<file path="src/rtl/serial_sub_if.sv">
// Operand/result bundle for the bit-serial subtractor: the requester drives
// start and the operands, and the subtractor returns status and the result.
interface serial_sub_if #(
  parameter int W = 4
);
  logic         start;
  logic [W-1:0] x;
  logic [W-1:0] y;
  logic         b_i;
  logic         busy;
  logic         done;
  logic [W-1:0] d;
  logic         b_o;
  logic         v;

  modport master (output start, x, y, b_i, input busy, done, d, b_o, v);
  modport slave  (input start, x, y, b_i, output busy, done, d, b_o, v);
endinterface

</file>
<file path="src/rtl/serial_sub.sv">
// Bit-serial ripple-borrow subtractor: d = x - y - b_i, one bit per clock,
// LSB first, through one full-subtractor cell and a borrow flop.
module serial_sub #(
  parameter int W = 4
) (
  input  logic        clk,
  input  logic        rst,
  serial_sub_if.slave bus
);
  localparam int CW = (W > 1) ? $clog2(W) : 1;

  typedef enum logic [1:0] {IDLE, RUN, DONE} state_t;

  state_t         state_reg, state_next;
  logic [W-1:0]   xs_reg, xs_next;
  logic [W-1:0]   ys_reg, ys_next;
  logic [W-1:0]   acc_reg, acc_next;
  logic [W-1:0]   d_reg, d_next;
  logic [CW-1:0]  cnt_reg, cnt_next;
  logic           bf_reg, bf_next;
  logic           bo_reg, bo_next;
  logic           v_reg, v_next;
  logic           xm_reg, xm_next;
  logic           ym_reg, ym_next;

  logic           diff;
  logic           borrow;
  logic [W-1:0]   shifted;

  assign diff   = xs_reg[0] ^ ys_reg[0] ^ bf_reg;
  assign borrow = (~xs_reg[0] & ys_reg[0]) | (~(xs_reg[0] ^ ys_reg[0]) & bf_reg);

  // New difference bit enters at the MSB so bit 0 ends up at d[0] after W shifts.
  generate
    if (W == 1) begin : g_one
      assign shifted = diff;
    end else begin : g_multi
      assign shifted = {diff, acc_reg[W-1:1]};
    end
  endgenerate

  always_ff @(posedge clk or posedge rst) begin
    if (rst) begin
      state_reg <= IDLE;
      xs_reg    <= '0;
      ys_reg    <= '0;
      acc_reg   <= '0;
      d_reg     <= '0;
      cnt_reg   <= '0;
      bf_reg    <= 1'b0;
      bo_reg    <= 1'b0;
      v_reg     <= 1'b0;
      xm_reg    <= 1'b0;
      ym_reg    <= 1'b0;
    end else begin
      state_reg <= state_next;
      xs_reg    <= xs_next;
      ys_reg    <= ys_next;
      acc_reg   <= acc_next;
      d_reg     <= d_next;
      cnt_reg   <= cnt_next;
      bf_reg    <= bf_next;
      bo_reg    <= bo_next;
      v_reg     <= v_next;
      xm_reg    <= xm_next;
      ym_reg    <= ym_next;
    end
  end

  always_comb begin
    state_next = state_reg;
    xs_next    = xs_reg;
    ys_next    = ys_reg;
    acc_next   = acc_reg;
    d_next     = d_reg;
    cnt_next   = cnt_reg;
    bf_next    = bf_reg;
    bo_next    = bo_reg;
    v_next     = v_reg;
    xm_next    = xm_reg;
    ym_next    = ym_reg;

    case (state_reg)
      IDLE, DONE: begin
        if (bus.start) begin
          state_next = RUN;
          xs_next    = bus.x;
          ys_next    = bus.y;
          bf_next    = bus.b_i;
          acc_next   = '0;
          cnt_next   = '0;
          xm_next    = bus.x[W-1];
          ym_next    = bus.y[W-1];
        end else begin
          state_next = IDLE;
        end
      end
      RUN: begin
        xs_next  = xs_reg >> 1;
        ys_next  = ys_reg >> 1;
        bf_next  = borrow;
        acc_next = shifted;
        cnt_next = cnt_reg + CW'(1);
        if (cnt_reg == CW'(W - 1)) begin
          // Outputs only move here, so they hold across RUN and IDLE.
          state_next = DONE;
          d_next     = shifted;
          bo_next    = borrow;
          v_next     = (xm_reg != ym_reg) & (diff != xm_reg);
        end
      end
      default: state_next = IDLE;
    endcase
  end

  assign bus.busy = (state_reg == RUN);
  assign bus.done = (state_reg == DONE);
  assign bus.d    = d_reg;
  assign bus.b_o  = bo_reg;
  assign bus.v    = v_reg;
endmodule

</file>
<file path="src/flat_wrapper.sv">
// flat-port wrapper written by rule: the top's interface ports become plain ports
module serial_sub_flat 
#(
  parameter int W = 4
)
  (clk, rst, bus_start, bus_x, bus_y, bus_b_i, bus_busy, bus_done, bus_d, bus_b_o, bus_v);
  serial_sub_if #(.W(W)) bus_i ();
  input  logic clk;
  input  logic rst;
  input wire logic [$bits(bus_i.start)-1:0] bus_start;
  input wire logic [$bits(bus_i.x)-1:0] bus_x;
  input wire logic [$bits(bus_i.y)-1:0] bus_y;
  input wire logic [$bits(bus_i.b_i)-1:0] bus_b_i;
  output wire logic [$bits(bus_i.busy)-1:0] bus_busy;
  output wire logic [$bits(bus_i.done)-1:0] bus_done;
  output wire logic [$bits(bus_i.d)-1:0] bus_d;
  output wire logic [$bits(bus_i.b_o)-1:0] bus_b_o;
  output wire logic [$bits(bus_i.v)-1:0] bus_v;
  assign bus_i.start = bus_start;
  assign bus_i.x = bus_x;
  assign bus_i.y = bus_y;
  assign bus_i.b_i = bus_b_i;
  assign bus_busy = bus_i.busy;
  assign bus_done = bus_i.done;
  assign bus_d = bus_i.d;
  assign bus_b_o = bus_i.b_o;
  assign bus_v = bus_i.v;
  serial_sub #(.W(W)) u_core (.clk(clk), .rst(rst), .bus(bus_i));
endmodule
</file>
<file path="config.mk">
export PLATFORM = sky130hd
export DESIGN_NAME = serial_sub_flat
export DESIGN_NICKNAME = d
export VERILOG_FILES = /design/src/rtl/serial_sub_if.sv /design/src/rtl/serial_sub.sv /design/src/flat_wrapper.sv
export SDC_FILE = /design/constraint.sdc
export NUM_CORES = 1
export LEC_CHECK = 0
export ABC_AREA = 1
export CAP_MARGIN = 20
export CORE_MARGIN = 8
export CORE_UTILIZATION = 54
export CTS_CLUSTER_SIZE = 28
export DETAILED_ROUTE_END_ITERATION = 12
export PLACE_DENSITY = 0.9
export RECOVER_POWER = 25
export SLEW_MARGIN = 20
export SYNTH_ARGS = -nofsm -noshare
export SYNTH_HDL_FRONTEND = slang
export SYNTH_SLANG_ARGS = --single-unit
</file>
<file path="constraint.sdc">
create_clock -name clk -period 3.2 [get_ports clk]
set_input_delay 0.64 -clock clk [delete_from_list [all_inputs] [get_ports clk]]
set_output_delay 0.64 -clock clk [all_outputs]
set_load 0.03 [all_outputs]
</file>
### Pin placement, run 1

The bar under the picture is 20 µm long. Pins as bars across the die edge, other pins in gray.
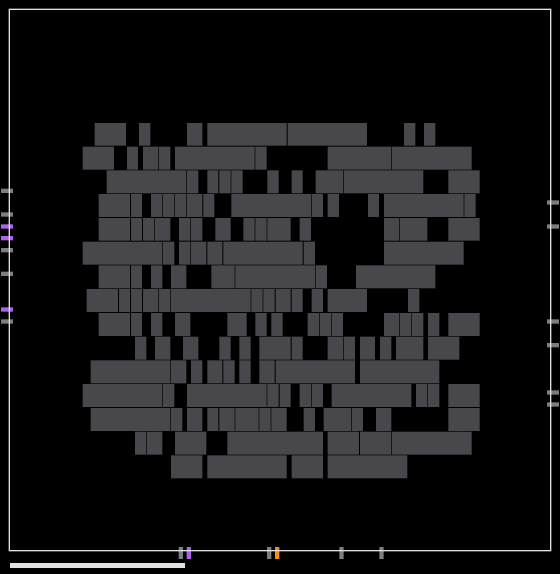
legend:
  `bus_b_i`:
    color: orange
    pins: 1
    direction: input
    edge: south
  `bus_y`:
    color: purple
    pins: 4
    direction: input
    edge: 3 west, 1 south
all pins by edge: 8 west, 6 south, 6 east
Die Y: 61.8 µm
die width: 61.8 µm
input/output buffers: 19

### Register map, names as in the netlist, run 1

The bar under the picture is 20 µm long. Other sequential cells in the stronger gray, the rest of the logic in the fainter gray.
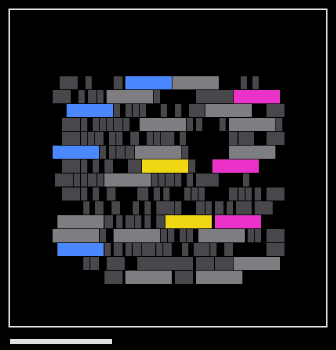
legend:
  `u_core.acc_reg`:
    color: magenta
    placed_flops: 3
  `u_core.ys_reg`:
    color: blue
    placed_flops: 4
  `u_core.cnt_reg`:
    color: yellow
    placed_flops: 2
not colored: 15
Final Core Density: 68.3%
register area: 601 µm²

==> results.ini, run 1 <==
[clocking]
cts_tree=yes
clockBufferDepth=2
cts_root_buf=clkbuf_4
cts-resized-gates=0
path_clk_slew_ps=150
clock-sinks=24
cts_hold_buf=0
cts_buffers=3
insertion_delay_ps=330
htree_num_levels=1
post_cts_buffers=0

[final_timing]
fin_ws_ps=511
hold_viol=0
rsz0062_at_grt=false
setup_viol=0
period_used_pct=84.0
slew_violations=0
fin_worst_skew_ps=21.6
worst_pin_slew_ps=888
period_needed_ps=2690
fmax_ghz=0.372
finalSetupTns_ps=0
slew-limit-headroom_pct=40.7

[power_and_ir_drop]
total_leakage_power_uw=0.000718
power_density_nw_per_um2=1090
peakVddDrop_mv=0.622

[place]
gp_congestion=0.780
dpl.hpwl_mm=1.69
dp_slack_ps=1060

[synth]
synth_area_um2=1130
synth.distinct_cells=17
postSynthCellCount=133
synth_stat.cells=133
avgSynthCellArea_um2=8.53
synth_nets=147
yosysWarnings=0
yosys-stat-area_um2=1130
ys_seq_share_pct=52.9
synth-seq-cells=24

[critical_path]
cp-end-kind=output port
worstPathArrival_ps=2050
reg2reg_from=u_core.state_reg[0]$_DFFE_PP0P_
cpPeakStageDelay_ps=760
crit_slowest_cell=clkdlybuf4s50_1
worst-r2r-cell-count=5
crit_fanout=9
crit_type=reg -> out
start_kind=register
worstPathRequired_ps=2560
ff2ff_setup_slack_ps=1500
cp-startpoint=u_core.state_reg[0]$_DFFE_PP0P_
setup.worst_path.end=bus_busy
r2r_end=u_core.bus.d[2]$_DFFE_PP0P_
crit_chain=inv_4 > nor2_1 > clkdlybuf4s50_1

[worst_hold_path]
min_from=u_core.cnt_reg[0]$_DFFE_PP0P_
hold_class=reg -> reg

[global_routing]
grt_pass1_wl_mm=3.81
use_met2_pct=22.0
gr-total-overflow=0
busiest_layer=met2
use_met1_pct=15.9
use_met3_pct=3.09
antenna_found_initial=0
grt_pass1_vias=876
grt_max_degree=25

[route]
drc=0
drt_pre_antenna_iters=4
viasPerCell=4.98
antenna_left=0
drt_iter0_markers=36

[job]
cap_viol_max_count=0
warnings=26

[finish]
logic_area_um2=369
n_fill_cell=160
drive_gt1_share_pct=7.19
areaGrowthSynthToFinish_pct=19.3
nets=168
antenna_cells=0

[die]
pin_count=20
placementRows=16
die-area_um2=3820
core_area_um2=1980
fp_util_pct=57.3

[outcome]
status=finished clean

### Signal metal coverage by tile, run 1

The bar under the picture is 20 µm long. The die is cut into 12 by 12 equal tiles; dark blue is low, red is high, scaled to the fullest tile. Values are wire area over tile area, all layers added.
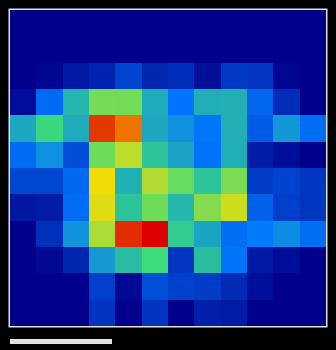
nearly empty tiles: 33%
emptiest ninth of the die: north-east
densest ninth of the die: center
wire per inst: 12.3 µm
Overall Global Routing Usage: 13.1%
drt total wl: 2.22 mm
DR vias: 896

run 1: stage by stage:
stage	power [µW]	std cells	hold WS (ps)	cell area, µm²
CTS	1510	180	493	1380
global route	1590	180	518	1350
detailed placement	1290	176	467	1330
finish	1470	180	490	1350
global placement	1250	176	462	1330
floorplan	1110	133	446	1130
run 1: worst min-delay path by stage:
| stage | to | slack, ps | cells after the start |
|---|---|---|---|
| global route | u_core.ys_reg[2]$_DFFE_PP0P_ | 520 | 2 |
| floorplan | u_core.cnt_reg[1]$_DFFE_PP0P_ | 450 | 2 |
| detailed placement | u_core.ys_reg[2]$_DFFE_PP0P_ | 470 | 2 |
| global placement | u_core.cnt_reg[1]$_DFFE_PP0P_ | 460 | 2 |
| finish | u_core.cnt_reg[0]$_DFFE_PP0P_ | 490 | 1 |
| CTS | u_core.cnt_reg[0]$_DFFE_PP0P_ | 490 | 1 |
run 1: cells by family after synthesis:
group	Yosys count	share of synthesized area, %
fa+ha+maj	2	2.87
compound gates	14	7.83
buf+inv	31	12.5
flops	24	52.9
simple gates	62	23.9
run 1: final cells by class:
cell class | instances | area share [%]
clock buffers | 3 | 1.66
clock inverters | 1 | 2.22
inverters | 28 | 7.95
multi-input cells | 78 | 27.3
flip-flops and latches | 24 | 44.4
well taps | 27 | 2.50
repair buffers | 19 | 14.0
run 1: worst max-delay path, delay by kind of cell (launching register included):
| family | cells | cell delay, ps |
|---|---|---|
| buffers and inverters | 2 | 810 |
| flip-flops | 1 | 560 |
| AND/OR/NAND/NOR | 1 | 350 |
run 1: layout by cell type (no fill, tap or decap):
master / instances
a21oi_1: 1
bufinv_16: 1
clkbuf_4: 3
clkdlybuf4s50_1: 18
dfrtp_1: 24
dlygate4sd3_1: 1
fa_1: 1
ha_1: 1
inv_1: 25
inv_2: 2
inv_4: 1
nand2_1: 43
nand3_1: 15
nor2_1: 4
o21ai_0: 8
o21ai_1: 1
o21ai_2: 4
run 1: per-layer routing:
layer  up-vias  wire length, µm  share of wire, %
li1        445                -                 -
met1       419              960                43
met2        28             1090                49
met3         4              146               6.6
met4         0               24               1.1
met5         -                0                 0
run 1: cell usage after synthesis:
| library cell | n | share of area, % |
|---|---|---|
| nand2_1 | 40 | 13 |
| inv_1 | 25 | 8.3 |
| dfrtp_1 | 24 | 53 |
| nand3_1 | 15 | 6.6 |
| o21ai_0 | 5 | 2.2 |
| o21ai_2 | 5 | 3.9 |
| buf_6 | 3 | 3.0 |
| nor2_1 | 3 | 0.99 |
| o21ai_1 | 3 | 1.3 |
| inv_2 | 2 | 0.66 |
| nand2_2 | 2 | 1.1 |
| a21oi_1 | 1 | 0.44 |
| fa_1 | 1 | 1.8 |
| ha_1 | 1 | 1.1 |
| inv_4 | 1 | 0.55 |
| nand2_4 | 1 | 0.99 |
| nor2_4 | 1 | 0.99 |
run 1: power by group:
| group | switching, µW | internal (µW) | total [µW] |
|---|---|---|---|
| registers | 85.3 | 445 | 530 |
| clock network | 97.9 | 127 | 225 |
| logic | 455 | 260 | 715 |
### The metal 1 layer, run 1

The bar under the picture is 20 µm long.
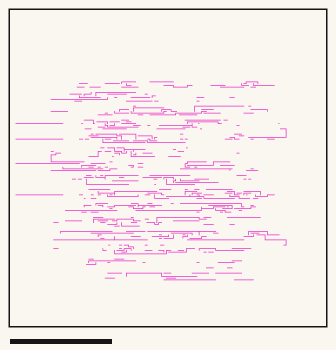

==> run 2, diff against run 1 <==
--- a/config.mk
+++ b/config.mk
@@ -8,10 +8,10 @@
 export ABC_AREA = 1
 export CAP_MARGIN = 20
 export CORE_MARGIN = 8
-export CORE_UTILIZATION = 54
+export CORE_UTILIZATION = 51
 export CTS_CLUSTER_SIZE = 28
 export DETAILED_ROUTE_END_ITERATION = 12
-export PLACE_DENSITY = 0.9
+export PLACE_DENSITY = 0.87
 export RECOVER_POWER = 25
 export SLEW_MARGIN = 20
 export SYNTH_ARGS = -nofsm -noshare
==> constraint.sdc (replaced) <==
create_clock -name clk -period 2.5 [get_ports clk]
set_input_delay 0.5 -clock clk [delete_from_list [all_inputs] [get_ports clk]]
set_output_delay 0.5 -clock clk [all_outputs]
set_load 0.03 [all_outputs]
### The metal 1 layer, run 2

The bar under the picture is 20 µm long.
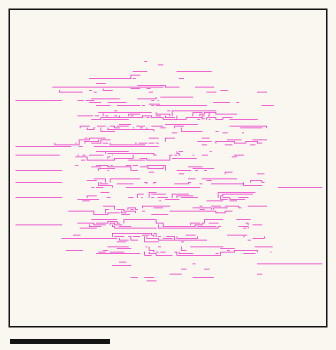
share of all routed wire: 47%
main direction: horizontal
drt total wl: 2.11 mm
DR vias: 889
met1 GRT Util: 14.4%

### Signal metal coverage by tile, run 2

The bar under the picture is 20 µm long. The die is cut into 13 by 13 equal tiles; dark blue is low, red is high, scaled to the fullest tile. Values are wire area over tile area, all layers added.
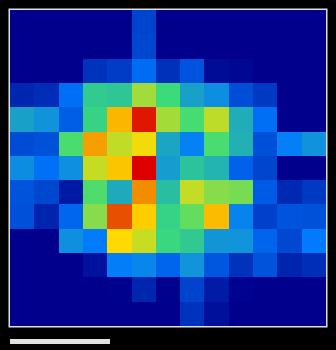
emptiest ninth of the die: north-east
tiles over half the peak: 15%
nearly empty tiles: 37%
mean over tiles: 0.084
fullest tile: 0.39
Overall Global Routing Usage: 11.6%
wire per inst: 11.6 µm

==> results.ini, run 2 <==
[synth]
ff_type=dfrtp_1
yosysWarnings=0  ; unchanged
synth.area.top_cells=dfrtp_1 53%, nand2_1 13%, inv_1 8.3%
synth_nets=147  ; unchanged
synth.distinct_cells=17  ; unchanged
top_area_share_pct=52.9  ; unchanged
synth-seq-cells=24  ; unchanged
synth_top_cell_by_count=nand2_1
edf_count=0  ; unchanged
synth_stat.cells=133  ; unchanged
postSynthCellCount=133  ; unchanged
ys_top_cells_by_count=40 x nand2_1, 25 x inv_1, 24 x dfrtp_1, 15 x nand3_1
synth_area_um2=1130  ; unchanged
synthArstFlopShare_pct=100  ; unchanged
yosys-stat-area_um2=1130  ; unchanged
avgSynthCellArea_um2=8.53  ; unchanged
ys_seq_share_pct=52.9  ; unchanged
yosys.area.top_type=dfrtp_1

[critical_path]
worstPathArrival_ps=1870  ; -180 ps
cpPeakStageDelay_ps=710  ; -50 ps
worstPathRequired_ps=2000  ; -560 ps
crit_slowest_cell=clkdlybuf4s50_1
start_kind=register
cp-end-kind=output port
crit_type=reg -> out
crit_fanout=9  ; unchanged
ff2ff_setup_slack_ps=1060  ; -440 ps
crit_chain=inv_4 > nor2_4 > clkdlybuf4s50_1

[finish]
layout_top_cells=40 x nand2_1, 25 x inv_1, 24 x dfrtp_1, 18 x clkdlybuf4s50_1, 15 x nand3_1
lay_top_count=nand2_1
areaGrowthSynthToFinish_pct=19.2  ; about the same
nets=169  ; +0.60%
flop_area_um2=601  ; unchanged
logic_area_um2=393  ; +6.4%
antenna_cells=0  ; unchanged
n_fill_cell=192  ; +20%
drive_gt1_share_pct=9.80  ; +2.6 points

[final_timing]
period_needed_ps=2370
fin_worst_skew_ps=1.99  ; -19.6 ps
slew-limit-headroom_pct=14.8  ; -26 points
fmax_ghz=0.422
period_used_pct=94.7
finalSetupTns_ps=0  ; unchanged
worst_pin_slew_ps=1280  ; +390 ps
rsz0062_at_grt=false
slew_violations=0  ; unchanged
setup_viol=0  ; unchanged
hold_viol=0  ; unchanged

[route]
antenna_left=0  ; unchanged
drt_iter0_markers=20  ; -44%
viasPerCell=4.91  ; -1.3%
drt_pre_antenna_iters=4  ; unchanged
drc=0  ; unchanged

[die]
fp_util_pct=52.8  ; -4.4 points
placementRows=17  ; +1
pin_count=20  ; unchanged
die_y_um=63.2  ; +2.2%
die_w_um=63.2  ; +2.2%
core_area_um2=2150  ; +8.4%
die-area_um2=3990  ; +4.3%

[place]
io_buffers=19  ; unchanged
dpl.hpwl_mm=1.57  ; -7.0%
gp_congestion=0.790  ; +1.2%

[power_and_ir_drop]
total_leakage_power_uw=0.000710  ; -1.1%
peakVddDrop_mv=0.785  ; +26%
power_density_nw_per_um2=1330  ; +22%
p_total_uw=1790  ; +22%

[clocking]
cts_tree=yes
cts_hold_buf=0  ; unchanged
post_cts_buffers=0  ; unchanged
clock-sinks=24  ; unchanged
path_clk_slew_ps=120  ; -30 ps
cts_root_buf=clkbuf_4
cts-resized-gates=0  ; unchanged
clockBufferDepth=2  ; unchanged
insertion_delay_ps=310  ; -20 ps
htree_num_levels=1  ; unchanged
cts_buffers=3  ; unchanged

[outcome]
status=finished clean

[global_routing]
gr-total-overflow=0  ; unchanged
antenna_found_initial=0  ; unchanged
grt_pass1_vias=950  ; +8.4%
grt_max_degree=25  ; unchanged
grt_pass1_wl_mm=3.88  ; +2.0%

[job]
warnings=26  ; unchanged
cap_viol_max_count=0  ; unchanged

[worst_hold_path]
hold_class=reg -> reg

run 2: cell counts after synthesis:
Identical to the previous run, type by type.
run 2: path summary, 6_finish.rpt:
kind | startpoint | end | cells past startpoint
setup / recovery | u_core.state_reg[0]$_DFFE_PP0P_ | bus_busy | 3
max in group asynchronous | rst | u_core.ys_reg[0]$_DFFE_PP0P_ | 3
setup reg to reg | u_core.bf_reg$_DFFE_PP0P_ | u_core.bus.v$_DFFE_PP0P_ | 7
hold reg to reg | u_core.cnt_reg[0]$_DFFE_PP0P_ | u_core.cnt_reg[0]$_DFFE_PP0P_ | 1
min in group asynchronous | rst | u_core.bus.d[2]$_DFFE_PP0P_ | 3
hold / removal | u_core.cnt_reg[0]$_DFFE_PP0P_ | u_core.cnt_reg[0]$_DFFE_PP0P_ | 1
run 2: cell families after synthesis:
logic type               Yosys count  synth area share [%]
AND/OR/NAND/NOR                   62                  23.9
buffers and inverters             31                  12.5
flip-flops                        24                  52.9
AND-OR/OR-AND                     14                  7.83
adder cells (fa/ha/maj)            2                  2.87
run 2: power breakdown:
part	internal [µW]	leakage [µW]	switching, µW
clock network	56.4	0.0000138	108
logic	352	0.000396	586
registers	570	0.000300	120
total	978	0.000710	814
run 2: cell type report:
class                      instances  share of cell area, %
sequential                        24                   44.4
multi-input combinational         78                   29.0
timing repair buffer              20                   14.3
inverter                          28                   7.96
tap                               28                   2.59
clock buffer                       3                   1.67
run 2: metal layers:
layer / wire length (µm) / global-route usage, % / share of wire [%] / up-vias
met2: 985 / 18.6 / 47 / 19
met1: 989 / 14.4 / 47 / 422
li1: - / - / - / 443
met3: 102 / 3.36 / 4.8 / 5
met5: 0 / 0 / 0 / -
met4: 29 / 4.18 / 1.4 / 0
run 2: worst max-delay path, delay by kind of cell, from the launching register on:
kind	cells	cell delay (ps)
and+or+nand+nor	1	180
buffers and inverters	2	780
DFF	1	600
run 2: through the flow:
step           worst slack, ps  hold slack, ps  std cells  utilization, %  cell area [µm²]
3_5_place_dp               486             469        178            62.1             1330
3_3_place_gp               526             460        178            62.1             1330
2_1_floorplan             1090             446        133               -             1130
5_1_grt                   36.5             511        181            63.0             1350
4_1_cts                    114             493        181            63.1             1360
6_report                   132             495        181            63.0             1350
### Register map, names as in the netlist, run 2

The bar under the picture is 20 µm long. Other sequential cells in the stronger gray, the rest of the logic in the fainter gray.
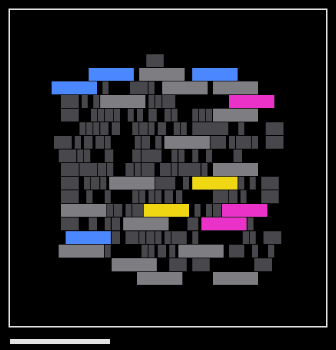

==> run 3, diff against run 2 <==
--- a/config.mk
+++ b/config.mk
@@ -8,12 +8,12 @@
 export ABC_AREA = 1
 export CAP_MARGIN = 20
 export CORE_MARGIN = 8
-export CORE_UTILIZATION = 51
-export CTS_CLUSTER_SIZE = 28
+export CORE_UTILIZATION = 53
+export CTS_BUF_LIST = sky130_fd_sc_hd__clkbuf_8
+export CTS_CLUSTER_SIZE = 40
 export DETAILED_ROUTE_END_ITERATION = 12
-export PLACE_DENSITY = 0.87
+export PLACE_DENSITY = 0.89
 export RECOVER_POWER = 25
-export SLEW_MARGIN = 20
 export SYNTH_ARGS = -nofsm -noshare
 export SYNTH_HDL_FRONTEND = slang
 export SYNTH_SLANG_ARGS = --single-unit
### Register map, names as in the netlist, run 3

The bar under the picture is 20 µm long. Other sequential cells in the stronger gray, the rest of the logic in the fainter gray.
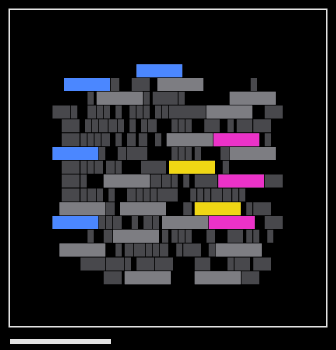
legend:
  `u_core.ys_reg`:
    color: blue
    placed_flops: 4
  `u_core.acc_reg`:
    color: magenta
    placed_flops: 3
  `u_core.cnt_reg`:
    color: yellow
    placed_flops: 2
Flop+latch power: 686 µW
Seq area share: 43.8%
Final Core Density: 69.1%

==> results.ini, run 3 <==
[power_and_ir_drop]
total_leakage_power_uw=0.000717  ; +1.1%
power_density_nw_per_um2=1360  ; +2.7%
peakVddDrop_mv=0.712  ; -9.3%

[global_routing]
grt_usage_pct=11.4  ; -0.20 points
use_met2_pct=19.8  ; +1.2 points
grt_pass1_wl_mm=3.64  ; -6.2%
use_met1_pct=12.2  ; -2.2 points
grt_pass1_vias=879  ; -7.5%
grt_max_degree=25  ; unchanged
busiest_layer=met2
use_met3_pct=3.76  ; +0.41 points
gr-total-overflow=0  ; unchanged
antenna_found_initial=0  ; unchanged

[finish]
antenna_cells=0  ; unchanged
areaGrowthSynthToFinish_pct=20.7
drive_gt1_share_pct=9.80  ; unchanged
lay_top_count=nand2_1
nets=169  ; unchanged
layout_top_cells=40 x nand2_1, 25 x inv_1, 24 x dfrtp_1, 18 x clkdlybuf4s50_1, 15 x nand3_1
n_fill_cell=159  ; -17%
flop_area_um2=601  ; unchanged
logic_area_um2=393  ; unchanged

[synth]
synth.distinct_cells=17  ; unchanged
edf_count=0  ; unchanged
synth_stat.cells=133  ; unchanged
top_area_share_pct=52.9  ; unchanged
ys_seq_share_pct=52.9  ; unchanged
yosys-stat-area_um2=1130  ; unchanged
postSynthCellCount=133  ; unchanged
yosysWarnings=0  ; unchanged
yosys.area.top_type=dfrtp_1
synth.area.top_cells=dfrtp_1 53%, nand2_1 13%, inv_1 8.3%
synth_top_cell_by_count=nand2_1
ff_type=dfrtp_1
synth-seq-cells=24  ; unchanged
avgSynthCellArea_um2=8.53  ; unchanged
synth_area_um2=1130  ; unchanged
synthArstFlopShare_pct=100  ; unchanged
ys_top_cells_by_count=40 x nand2_1, 25 x inv_1, 24 x dfrtp_1, 15 x nand3_1
synth_nets=147  ; unchanged

[die]
fp_util_pct=57.3  ; +4.4 points
core_area_um2=1980  ; -7.7%
pin_count=20  ; unchanged
die-area_um2=3880  ; -2.8%
placementRows=16  ; -1

[route]
drc=0  ; unchanged
dr_total_vias=875  ; -1.6%
drt_iter0_markers=22  ; +10%
drt_pre_antenna_iters=4  ; unchanged
finalWirelength_mm=2.14  ; +1.8%
wl_per_cell_um=11.9  ; +2.4%
viasPerCell=4.86  ; -1.0%
antenna_left=0  ; unchanged

[critical_path]
reg2reg_from=u_core.bf_reg$_DFFE_PP0P_
ff2ff_setup_slack_ps=1060  ; about the same
crit_chain=inv_4 > nor2_4 > clkdlybuf4s50_1
cp_num_buf_inv=2  ; unchanged
cp-end-kind=output port
crit_fanout=9  ; unchanged
worst-r2r-cell-count=7  ; unchanged
worstPathRequired_ps=2000  ; about the same
crit_type=reg -> out
r2r_end=u_core.bus.v$_DFFE_PP0P_
crit_slowest_cell=clkdlybuf4s50_1
cpPeakStageDelay_ps=710  ; about the same
worstPathArrival_ps=1800  ; -70 ps
path_delay_family=buffers and inverters
start_kind=register

[clocking]
htree_num_levels=1  ; unchanged
path_clk_slew_ps=80  ; -40 ps
cts_buffers=3  ; unchanged
clockBufferDepth=2  ; unchanged
cts_root_buf=clkbuf_8
cts-resized-gates=0  ; unchanged
clock-sinks=24  ; unchanged
cts_tree=yes
post_cts_buffers=0  ; unchanged
cts_hold_buf=0  ; unchanged
insertion_delay_ps=270  ; -40 ps

[final_timing]
slew_violations=0  ; unchanged
finalSetupTns_ps=0  ; unchanged
period_needed_ps=2300  ; -72.5 ps
worst_pin_slew_ps=1260  ; -16.9 ps
hold_viol=0  ; unchanged
fin_ws_ps=205  ; +72.5 ps
rsz0062_at_grt=false
slew-limit-headroom_pct=15.9  ; +1.1 points
setup_viol=0  ; unchanged
fmax_ghz=0.436  ; +3.2%
period_used_pct=91.8  ; -2.9 points
fin_worst_skew_ps=5.01  ; +3.03 ps

[outcome]
status=finished clean

[place]
io_buffers=19  ; unchanged
dp_slack_ps=499  ; +12.5 ps
gp_congestion=0.796  ; +0.71%
dpl.hpwl_mm=1.63  ; +3.6%

[worst_hold_path]
hold_class=reg -> reg
holdPathEnd=u_core.ys_reg[2]$_DFFE_PP0P_
whs_path_depth=2  ; +1
min_from=u_core.ys_reg[2]$_DFFE_PP0P_

[job]
cap_viol_max_count=0  ; unchanged
warnings=26  ; unchanged

### Pin placement, run 3

The bar under the picture is 20 µm long. Pins as bars across the die edge, other pins in gray.
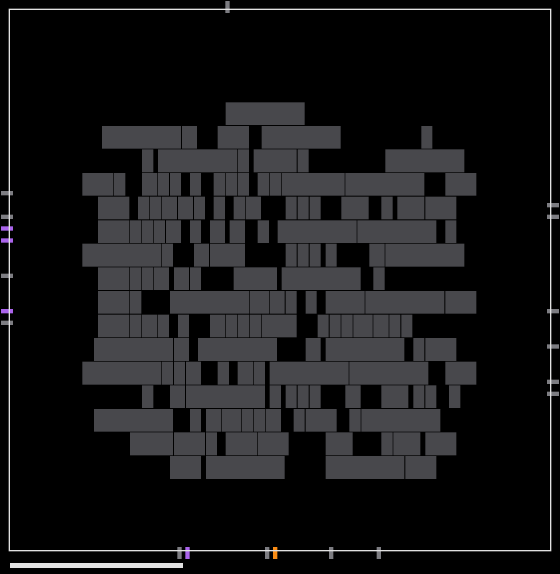
legend:
  `bus_b_i`:
    color: orange
    pins: 1
    direction: input
    edge: south
  `bus_y`:
    color: purple
    pins: 4
    direction: input
    edge: 3 west, 1 south
die width: 62.3 µm
Die Y: 62.3 µm

[run 3: cell counts after synthesis]
No cell type changed its count.
[run 3: tightest hold or removal path: cells and delay by family (launching register included)]
kind,cells,cell delay (ps)
AND/OR/NAND/NOR,2,110
flip-flops,1,340
[run 3: worst max-delay path by stage]
stage / start / end / cells after the start
finish: u_core.state_reg[0]$_DFFE_PP0P_ / bus_busy / 3
global route: u_core.state_reg[0]$_DFFE_PP0P_ / bus_busy / 3
CTS: u_core.state_reg[0]$_DFFE_PP0P_ / bus_busy / 3
detailed placement: u_core.state_reg[0]$_DFFE_PP0P_ / bus_busy / 3
global placement: u_core.state_reg[0]$_DFFE_PP0P_ / bus_busy / 3
floorplan: u_core.state_reg[0]$_DFFE_PP0P_ / bus_done / 2
[run 3: routing by layer]
| metal | routed length, µm | share of wire [%] |
|---|---|---|
| met2 | 1060 | 49 |
| met4 | 38 | 1.8 |
| met3 | 119 | 5.6 |
| met1 | 926 | 43 |
| met5 | 0 | 0 |
[run 3: cell families after synthesis]
| logic type | Yosys count | share of synthesized area [%] |
|---|---|---|
| AND/OR/NAND/NOR | 62 | 23.9 |
| buffers and inverters | 31 | 12.5 |
| flip-flops | 24 | 52.9 |
| AND-OR/OR-AND | 14 | 7.83 |
| adder cells (fa/ha/maj) | 2 | 2.87 |
[run 3: power breakdown]
part	total, µW	switching [µW]	internal [µW]
Clock	226	118	108
Sequential	686	115	571
Combinational	951	599	353
Total	1860	832	1030
[run 3: layout make-up]
class                      instances  share of cell area, %
sequential                        24                   43.8
timing repair buffer              20                   14.2
tap                               27                   2.47
multi-input combinational         78                   28.7
clock buffer                       3                   3.01
inverter                          28                   7.85
[run 3: stage by stage]
step	power [µW]	utilization [%]	std cells	cell area, µm²	hold WS (ps)
2_1_floorplan	1410	-	133	1130	446
3_3_place_gp	1600	67.2	177	1330	462
3_5_place_dp	1650	67.2	177	1330	466
4_1_cts	1880	69.3	180	1370	486
5_1_grt	2020	69.1	180	1370	507
6_report	1860	69.1	180	1370	481
Power is estimated from default activity; no workload was simulated.
